<file path="src/rtl/lane_dropper_multi_if.sv">
// rtl/lane_dropper_multi_if.sv - key inputs and note/score outputs of one arrow lane
//
// Purpose: bundles the keyboard inputs and the sprite/scoreboard outputs of a
// lane_dropper_multi instance.
// Signals:
//   keycode, keycode_second  8-bit USB keycodes (driven by the keyboard side)
//   note_x                   lane X position (pixels)
//   note_y                   per-slot top Y, slot i on bits [10i+9:10i]
//   note_active              per-slot visible/in-flight flag
//   hit_pulse, miss_pulse    one-frame event pulses
//   score, combo             saturating counters
//   done                     song finished
// Modports: master = keyboard/display side, slave = lane logic.
interface lane_dropper_multi_if #(
    parameter int NUM_NOTES = 4,
    parameter int SCORE_W   = 8
);
    logic [7:0]              keycode;
    logic [7:0]              keycode_second;
    logic [9:0]              note_x;
    logic [10*NUM_NOTES-1:0] note_y;
    logic [NUM_NOTES-1:0]    note_active;
    logic                    hit_pulse;
    logic                    miss_pulse;
    logic [SCORE_W-1:0]      score;
    logic [SCORE_W-1:0]      combo;
    logic                    done;

    modport master (
        output keycode, keycode_second,
        input  note_x, note_y, note_active, hit_pulse, miss_pulse, score, combo, done
    );

    modport slave (
        input  keycode, keycode_second,
        output note_x, note_y, note_active, hit_pulse, miss_pulse, score, combo, done
    );
endinterface

</file>
<file path="src/rtl/lane_dropper_multi.sv">
// rtl/lane_dropper_multi.sv - per-lane note spawner, mover and hit/miss judge
//
// Purpose: one arrow lane of the rhythm game. Spawns up to NUM_NOTES notes at
// scheduled frame counts, moves them down the lane, judges key presses against
// the hit window and keeps score/combo. Advances once per frame_clk edge.
// Ports:
//   frame_clk  frame clock, all state changes on its rising edge
//   Reset      synchronous active-low reset
//   bus        lane_dropper_multi_if.slave (keycodes in; note_x/note_y/
//              note_active/hit_pulse/miss_pulse/score/combo/done out)
module lane_dropper_multi #(
    parameter int                    LANE_X      = 100,
    parameter int                    NUM_NOTES   = 4,
    parameter logic [NUM_NOTES*12-1:0] SPAWN_TIMES = {12'd1440, 12'd1400, 12'd1360, 12'd1320},
    parameter logic [7:0]            HIT_KEY     = 8'h1a,
    parameter logic [7:0]            START_KEY   = 8'h2c,
    parameter logic [7:0]            CLEAR_KEY   = 8'h01,
    parameter int                    Y_START     = 100,
    parameter int                    Y_MAX       = 400,
    parameter int                    NOTE_H      = 40,
    parameter int                    HIT_LO      = 340,
    parameter int                    HIT_HI      = 400,
    parameter int                    SPEED       = 1,
    parameter int                    SCORE_W     = 8
) (
    input  logic                 frame_clk,
    input  logic                 Reset,
    lane_dropper_multi_if.slave  bus
);
    typedef enum logic [1:0] {IDLE, RUN, DONE} state_t;

    // Y math is 11 bits wide so a note near the bottom never wraps at 1023.
    localparam logic [10:0]        Y_START_V = 11'(Y_START);
    localparam logic [10:0]        Y_MAX_V   = 11'(Y_MAX);
    localparam logic [10:0]        NOTE_H_V  = 11'(NOTE_H);
    localparam logic [10:0]        HIT_LO_V  = 11'(HIT_LO);
    localparam logic [10:0]        HIT_HI_V  = 11'(HIT_HI);
    localparam logic [10:0]        SPEED_V   = 11'(SPEED);
    localparam logic [SCORE_W-1:0] CNT_SAT   = {SCORE_W{1'b1}};

    state_t               state_q, state_d;
    logic [11:0]          frame_cnt_q, frame_cnt_d;
    logic [NUM_NOTES-1:0] spawned_q, spawned_d;
    logic [NUM_NOTES-1:0] active_q, active_d;
    logic [10:0]          y_q [NUM_NOTES];
    logic [10:0]          y_d [NUM_NOTES];
    logic [SCORE_W-1:0]   score_q, score_d;
    logic [SCORE_W-1:0]   combo_q, combo_d;
    logic                 hit_q, hit_d;
    logic                 miss_q, miss_d;
    logic                 key_prev_q;
    logic                 key_now;
    logic                 press;
    logic                 hit_taken;
    logic [10:0]          bottom;

    assign key_now = (bus.keycode == HIT_KEY) | (bus.keycode_second == HIT_KEY);
    assign press   = key_now & ~key_prev_q;

    always_ff @(posedge frame_clk) begin
        if (!Reset) begin
            state_q     <= IDLE;
            frame_cnt_q <= '0;
            spawned_q   <= '0;
            active_q    <= '0;
            for (int i = 0; i < NUM_NOTES; i++) begin
                y_q[i] <= Y_START_V;
            end
            score_q     <= '0;
            combo_q     <= '0;
            hit_q       <= 1'b0;
            miss_q      <= 1'b0;
            key_prev_q  <= 1'b0;
        end else begin
            state_q     <= state_d;
            frame_cnt_q <= frame_cnt_d;
            spawned_q   <= spawned_d;
            active_q    <= active_d;
            for (int i = 0; i < NUM_NOTES; i++) begin
                y_q[i] <= y_d[i];
            end
            score_q     <= score_d;
            combo_q     <= combo_d;
            hit_q       <= hit_d;
            miss_q      <= miss_d;
            key_prev_q  <= key_now;
        end
    end

    always_comb begin
        state_d     = state_q;
        frame_cnt_d = frame_cnt_q;
        spawned_d   = spawned_q;
        active_d    = active_q;
        for (int i = 0; i < NUM_NOTES; i++) begin
            y_d[i] = y_q[i];
        end
        score_d     = score_q;
        combo_d     = combo_q;
        hit_d       = 1'b0;
        miss_d      = 1'b0;
        hit_taken   = 1'b0;
        bottom      = '0;

        case (state_q)
            IDLE: begin
                frame_cnt_d = '0;
                spawned_d   = '0;
                active_d    = '0;
                for (int i = 0; i < NUM_NOTES; i++) begin
                    y_d[i] = Y_START_V;
                end
                score_d = '0;
                combo_d = '0;
                if (bus.keycode == START_KEY) begin
                    state_d = RUN;
                end
            end

            RUN: begin
                // Ascending slot order makes the first eligible slot the one
                // hit, so a single press never takes more than one note.
                for (int i = 0; i < NUM_NOTES; i++) begin
                    bottom = y_q[i] + NOTE_H_V;
                    if (active_q[i]) begin
                        if (bottom >= Y_MAX_V) begin
                            active_d[i] = 1'b0;
                            miss_d      = 1'b1;
                        end else begin
                            y_d[i] = y_q[i] + SPEED_V;
                            if (press && !hit_taken &&
                                bottom >= HIT_LO_V && bottom < HIT_HI_V) begin
                                active_d[i] = 1'b0;
                                hit_taken   = 1'b1;
                            end
                        end
                    end else if (!spawned_q[i] &&
                                 frame_cnt_q == SPAWN_TIMES[12*i +: 12]) begin
                        active_d[i]  = 1'b1;
                        spawned_d[i] = 1'b1;
                        y_d[i]       = Y_START_V;
                    end
                end

                hit_d = hit_taken;
                if (hit_taken && score_q != CNT_SAT) begin
                    score_d = score_q + SCORE_W'(1);
                end

                if (miss_d && hit_taken) begin
                    combo_d = SCORE_W'(1);
                end else if (miss_d) begin
                    combo_d = '0;
                end else if (hit_taken && combo_q != CNT_SAT) begin
                    combo_d = combo_q + SCORE_W'(1);
                end

                if (frame_cnt_q != 12'hFFF) begin
                    frame_cnt_d = frame_cnt_q + 12'd1;
                end

                if ((&spawned_d) && (active_d == '0)) begin
                    state_d = DONE;
                end
            end

            DONE: begin
                active_d = '0;
                if (bus.keycode == CLEAR_KEY) begin
                    state_d = IDLE;
                end
            end

            default: begin
                state_d = IDLE;
            end
        endcase
    end

    assign bus.note_x      = 10'(LANE_X);
    assign bus.note_active = active_q;
    assign bus.hit_pulse   = hit_q;
    assign bus.miss_pulse  = miss_q;
    assign bus.score       = score_q;
    assign bus.combo       = combo_q;
    assign bus.done        = (state_q == DONE);

    for (genvar g = 0; g < NUM_NOTES; g++) begin : g_pack
        assign bus.note_y[10*g +: 10] = y_q[g][9:0];
    end
endmodule

</file>
<file path="src/flat_wrapper.sv">
// flat-port wrapper written by rule: the top's interface ports become plain ports
module lane_dropper_multi_flat 
#(
    parameter int                    LANE_X      = 100,
    parameter int                    NUM_NOTES   = 4,
    parameter logic [NUM_NOTES*12-1:0] SPAWN_TIMES = {12'd1440, 12'd1400, 12'd1360, 12'd1320},
    parameter logic [7:0]            HIT_KEY     = 8'h1a,
    parameter logic [7:0]            START_KEY   = 8'h2c,
    parameter logic [7:0]            CLEAR_KEY   = 8'h01,
    parameter int                    Y_START     = 100,
    parameter int                    Y_MAX       = 400,
    parameter int                    NOTE_H      = 40,
    parameter int                    HIT_LO      = 340,
    parameter int                    HIT_HI      = 400,
    parameter int                    SPEED       = 1,
    parameter int                    SCORE_W     = 8
)
  (frame_clk, Reset, bus_keycode, bus_keycode_second, bus_note_x, bus_note_y, bus_note_active, bus_hit_pulse, bus_miss_pulse, bus_score, bus_combo, bus_done);
  lane_dropper_multi_if #(.NUM_NOTES(NUM_NOTES), .SCORE_W(SCORE_W)) bus_i ();
  input  logic frame_clk;
  input  logic Reset;
  input wire logic [$bits(bus_i.keycode)-1:0] bus_keycode;
  input wire logic [$bits(bus_i.keycode_second)-1:0] bus_keycode_second;
  output wire logic [$bits(bus_i.note_x)-1:0] bus_note_x;
  output wire logic [$bits(bus_i.note_y)-1:0] bus_note_y;
  output wire logic [$bits(bus_i.note_active)-1:0] bus_note_active;
  output wire logic [$bits(bus_i.hit_pulse)-1:0] bus_hit_pulse;
  output wire logic [$bits(bus_i.miss_pulse)-1:0] bus_miss_pulse;
  output wire logic [$bits(bus_i.score)-1:0] bus_score;
  output wire logic [$bits(bus_i.combo)-1:0] bus_combo;
  output wire logic [$bits(bus_i.done)-1:0] bus_done;
  assign bus_i.keycode = bus_keycode;
  assign bus_i.keycode_second = bus_keycode_second;
  assign bus_note_x = bus_i.note_x;
  assign bus_note_y = bus_i.note_y;
  assign bus_note_active = bus_i.note_active;
  assign bus_hit_pulse = bus_i.hit_pulse;
  assign bus_miss_pulse = bus_i.miss_pulse;
  assign bus_score = bus_i.score;
  assign bus_combo = bus_i.combo;
  assign bus_done = bus_i.done;
  lane_dropper_multi #(.LANE_X(LANE_X), .NUM_NOTES(NUM_NOTES), .SPAWN_TIMES(SPAWN_TIMES), .HIT_KEY(HIT_KEY), .START_KEY(START_KEY), .CLEAR_KEY(CLEAR_KEY), .Y_START(Y_START), .Y_MAX(Y_MAX), .NOTE_H(NOTE_H), .HIT_LO(HIT_LO), .HIT_HI(HIT_HI), .SPEED(SPEED), .SCORE_W(SCORE_W)) u_core (.frame_clk(frame_clk), .Reset(Reset), .bus(bus_i));
endmodule
</file>
<file path="config.mk">
export PLATFORM = sky130hd
export DESIGN_NAME = lane_dropper_multi_flat
export DESIGN_NICKNAME = d
export VERILOG_FILES = /design/src/rtl/lane_dropper_multi_if.sv /design/src/rtl/lane_dropper_multi.sv /design/src/flat_wrapper.sv
export SDC_FILE = /design/constraint.sdc
export NUM_CORES = 1
export LEC_CHECK = 0
export ABC_CLOCK_PERIOD_IN_PS = 3660
export CAP_MARGIN = 20
export CORE_MARGIN = 8
export CORE_UTILIZATION = 50
export CTS_CLUSTER_DIAMETER = 120
export DETAILED_ROUTE_END_ITERATION = 12
export PLACE_DENSITY = 0.77
export SYNTH_ARGS = -nofsm -noshare
export SYNTH_HDL_FRONTEND = slang
export SYNTH_SLANG_ARGS = --single-unit
</file>
<file path="constraint.sdc">
create_clock -name frame_clk -period 3.66 [get_ports frame_clk]
set_input_delay 0.732 -clock frame_clk [delete_from_list [all_inputs] [get_ports frame_clk]]
set_output_delay 0.732 -clock frame_clk [all_outputs]
set_load 0.05 [all_outputs]
</file>
==> Table 3: Implementation characteristics <==
Implementation parameters

Parameter                              Value

CTS
  CTS clk-pin slew, worst paths .................. approximately 60 ps
  CTS Buffer Depth .................. 2
  Root Buffer .................. sky130_fd_sc_hd__clkbuf_16
  Hold-fix buffers at CTS .................. 0
  Clock Sinks .................. ~85
  Clock tree from TritonCTS .................. built
  PostCTS Resize Cnt .................. 0
  H-Tree Depth .................. 3

Synthesis
  Number of instances in the synthesized netlist .................. 757
  Proportion of netlist area held by the largest area contributor .................. 29.3%
  Most frequently used cell type in the post-synthesis netlist .................. sky130_fd_sc_hd__dfxtp_1
  Count of flip-flops with a built-in enable after synthesis .................. 0
  YS chip area .................. 5810 um2
  Area fraction in mux cells .................. less than 1%
  Yosys Warn Count .................. 0
  Netlist area before placement .................. 5810 um2
  Share of synthesized cell area in full adder, half adder and majority cells .................. 5.17%
  Cell type with the largest total area after synthesis .................. sky130_fd_sc_hd__dfxtp_1
  Async S/R FF share, synth .................. 0%
  Largest combinational cell category by area .................. simple AND/OR/NAND/NOR gates
  Area share of and/or/nand/nor cells after synthesis .................. 28.4%
  Library cells used by synthesis .................. 80
  Ao+oa area frac .................. 18.6%

Pwr
  Portion of total power attributed to sequential cells .................. 49.4%
  Switching Share .................. between 20% and 30%
  Power of the sequential group .................. a little over 0.0009 W
  Max power group .................. registers
  Fraction of power consumed by combinational cells .................. 3.2%
  IR drop worst, VDD .................. 0.000177 V
  Total power divided by cell area .................. 281 nW/um2
  Total power .................. 0.00187 W

Critical path
  Timing startpoint of the critical path .................. u_core.y_q[1][4]
  Critical path's top delay family .................. simple AND/OR/NAND/NOR gates
  Depth of the worst register-to-register path .................. 11
  Setup Crit Path Kind .................. flip-flop to flip-flop
  Timing endpoint of the critical path .................. u_core.bus.score[6]
  Critical-path maximum fanout .................. 12
  Capture instance of the worst register-to-register path .................. u_core.bus.score[6]
  Slowest cell on the critical path .................. sky130_fd_sc_hd__dfxtp_1
  Largest stage delay, worst path .................. 480 ps
  Type of origin of the critical path .................. flip-flop
  Setup slack of the most critical reg-to-reg path .................. approximately 430 ps
  Crit path buffers/inverters .................. 1
  CP endpoint kind .................. flip-flop

Cells and area
  Layout overhead on the synthesized area .................. 14.7%
  Sequential fraction of total cell area .................. approximately 26%
  Max FFs per register .................. 44
  Util after Layout .................. 58.6%
  Fraction of area in non-clock buffers .................. about an eighth
  Largest Register .................. u_core.y_q
  Sequential cell area in the final layout .................. roughly 1700 um2
  Net count, final .................. 825
  Area of combinational cells with multiple inputs .................. 3490 um2
  Final sequential cell count .................. 85
  Share of layout cells above drive strength 1 .................. 5.84%

Die
  Y dimension of the die .................. 124 um
  Die Width .................. roughly 120 um
  Boundary pin count .................. 91
  Overall die area .................. 15300 um2

Routing
  Router iterations before antenna repair .................. 7
  Met3 routed WL .................. 841 um
  Residual DRC .................. 0
  DR WL/cell .................. 15.8 um
  Starting DRC count in detailed routing .................. 343
  Number of vias after detailed routing .................. roughly 5400
  Remaining antenna violation count .................. 0
  Vias per cell .................. between 5 and 6

Timing
  Number of hold-slack violations in the final timing report .................. 0
  Tightest Pin Transition .................. 678 ps
  Worst max-slew margin expressed relative to the limit .................. 54.7%
  Final critical-path share of the clock period .................. 88.2%
  Setup TNS after final layout .................. 0 ps

Global route
  Global routing met1 resource utilization .................. 23.9%
  Maximum number of pins on one net before global-route repair .................. 27
  Overall overflow remaining after global route .................. 0
  First-pass GRT wire length .................. 24.2 mm
  GRT Overall Usage .................. 19.5%
  Initial antenna violation count .................. 0
  Via count of the first global-routing pass .................. 5041

Worst hold path
  Hold depth .................. 2
  Hold Path Class .................. flip-flop to flip-flop

Placement
  Final Wtd Congestion .................. 0.950
  Placed cell count .................. 915
  Area post-placement .................. 6370 um2
  Setup Slack @ Placement .................. 145 ps
  Number of I/O port buffers .................. 80

Outcome
  Status .................. complete, no violations
### Placement by cell class

The bar under the picture is 20 um long.
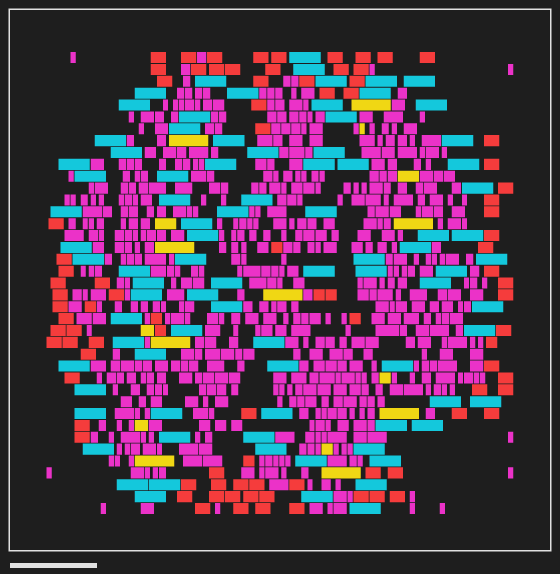
- magenta: remaining logic cells (cells 598; share of their area 56%)
- cyan: sequential cells (cells 85; share of their area 26%)
- red: remaining buffers and delay cells (cells 89; share of their area 13%)
- yellow: clock drivers and dummy loads (cells 16; share of their area 4.5%)

### Routed clock nets over the placement

The bar under the picture is 20 um long.
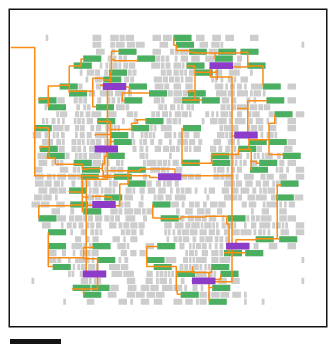
- purple: clock-net drivers (count 9)
- orange: clock wires (length 1160 um)
- green: flip-flops (count 85)
- routed clock nets: 10
- flops lie: spread over the die
Clock Latency Late Sink: 350 ps
Clk power: 0.000886 W
worst clock skew: 8.94 ps
Clock Power Share: 47.3%

### Gate-type map

The bar under the picture is 20 um long.
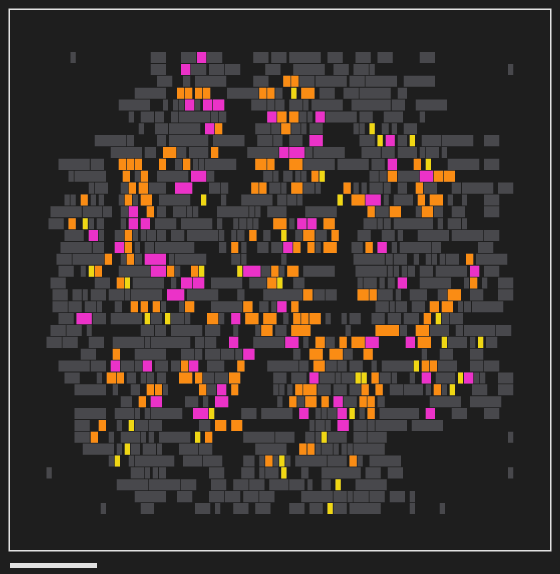
- orange: aoi and oai cells (cells 138; most used a21oi_1)
- yellow: inv cells (cells 36; most used inv_1)
- magenta: and/or cells (cells 57; most used and3_1)
combinational share of cell area: 52.4%
most frequently placed logic cell in the final layout: sky130_fd_sc_hd__dfxtp_1
Post-Layout Cell Count: 931

### Floorplan with the power grid

Pins as bars on the die edge. Tap cells in gray.
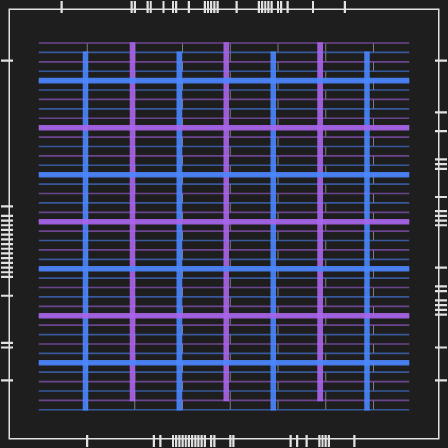
- purple: VDD
- blue: VSS
- met5 straps: 7
- tap cells: 143
- met4 straps: 7

### The clock network

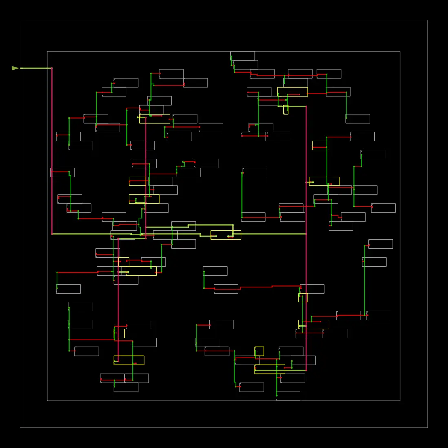
cts bufs inserted: 9
count of clock buffers in the final design: 12

Power is estimated from default activity; no workload was simulated.
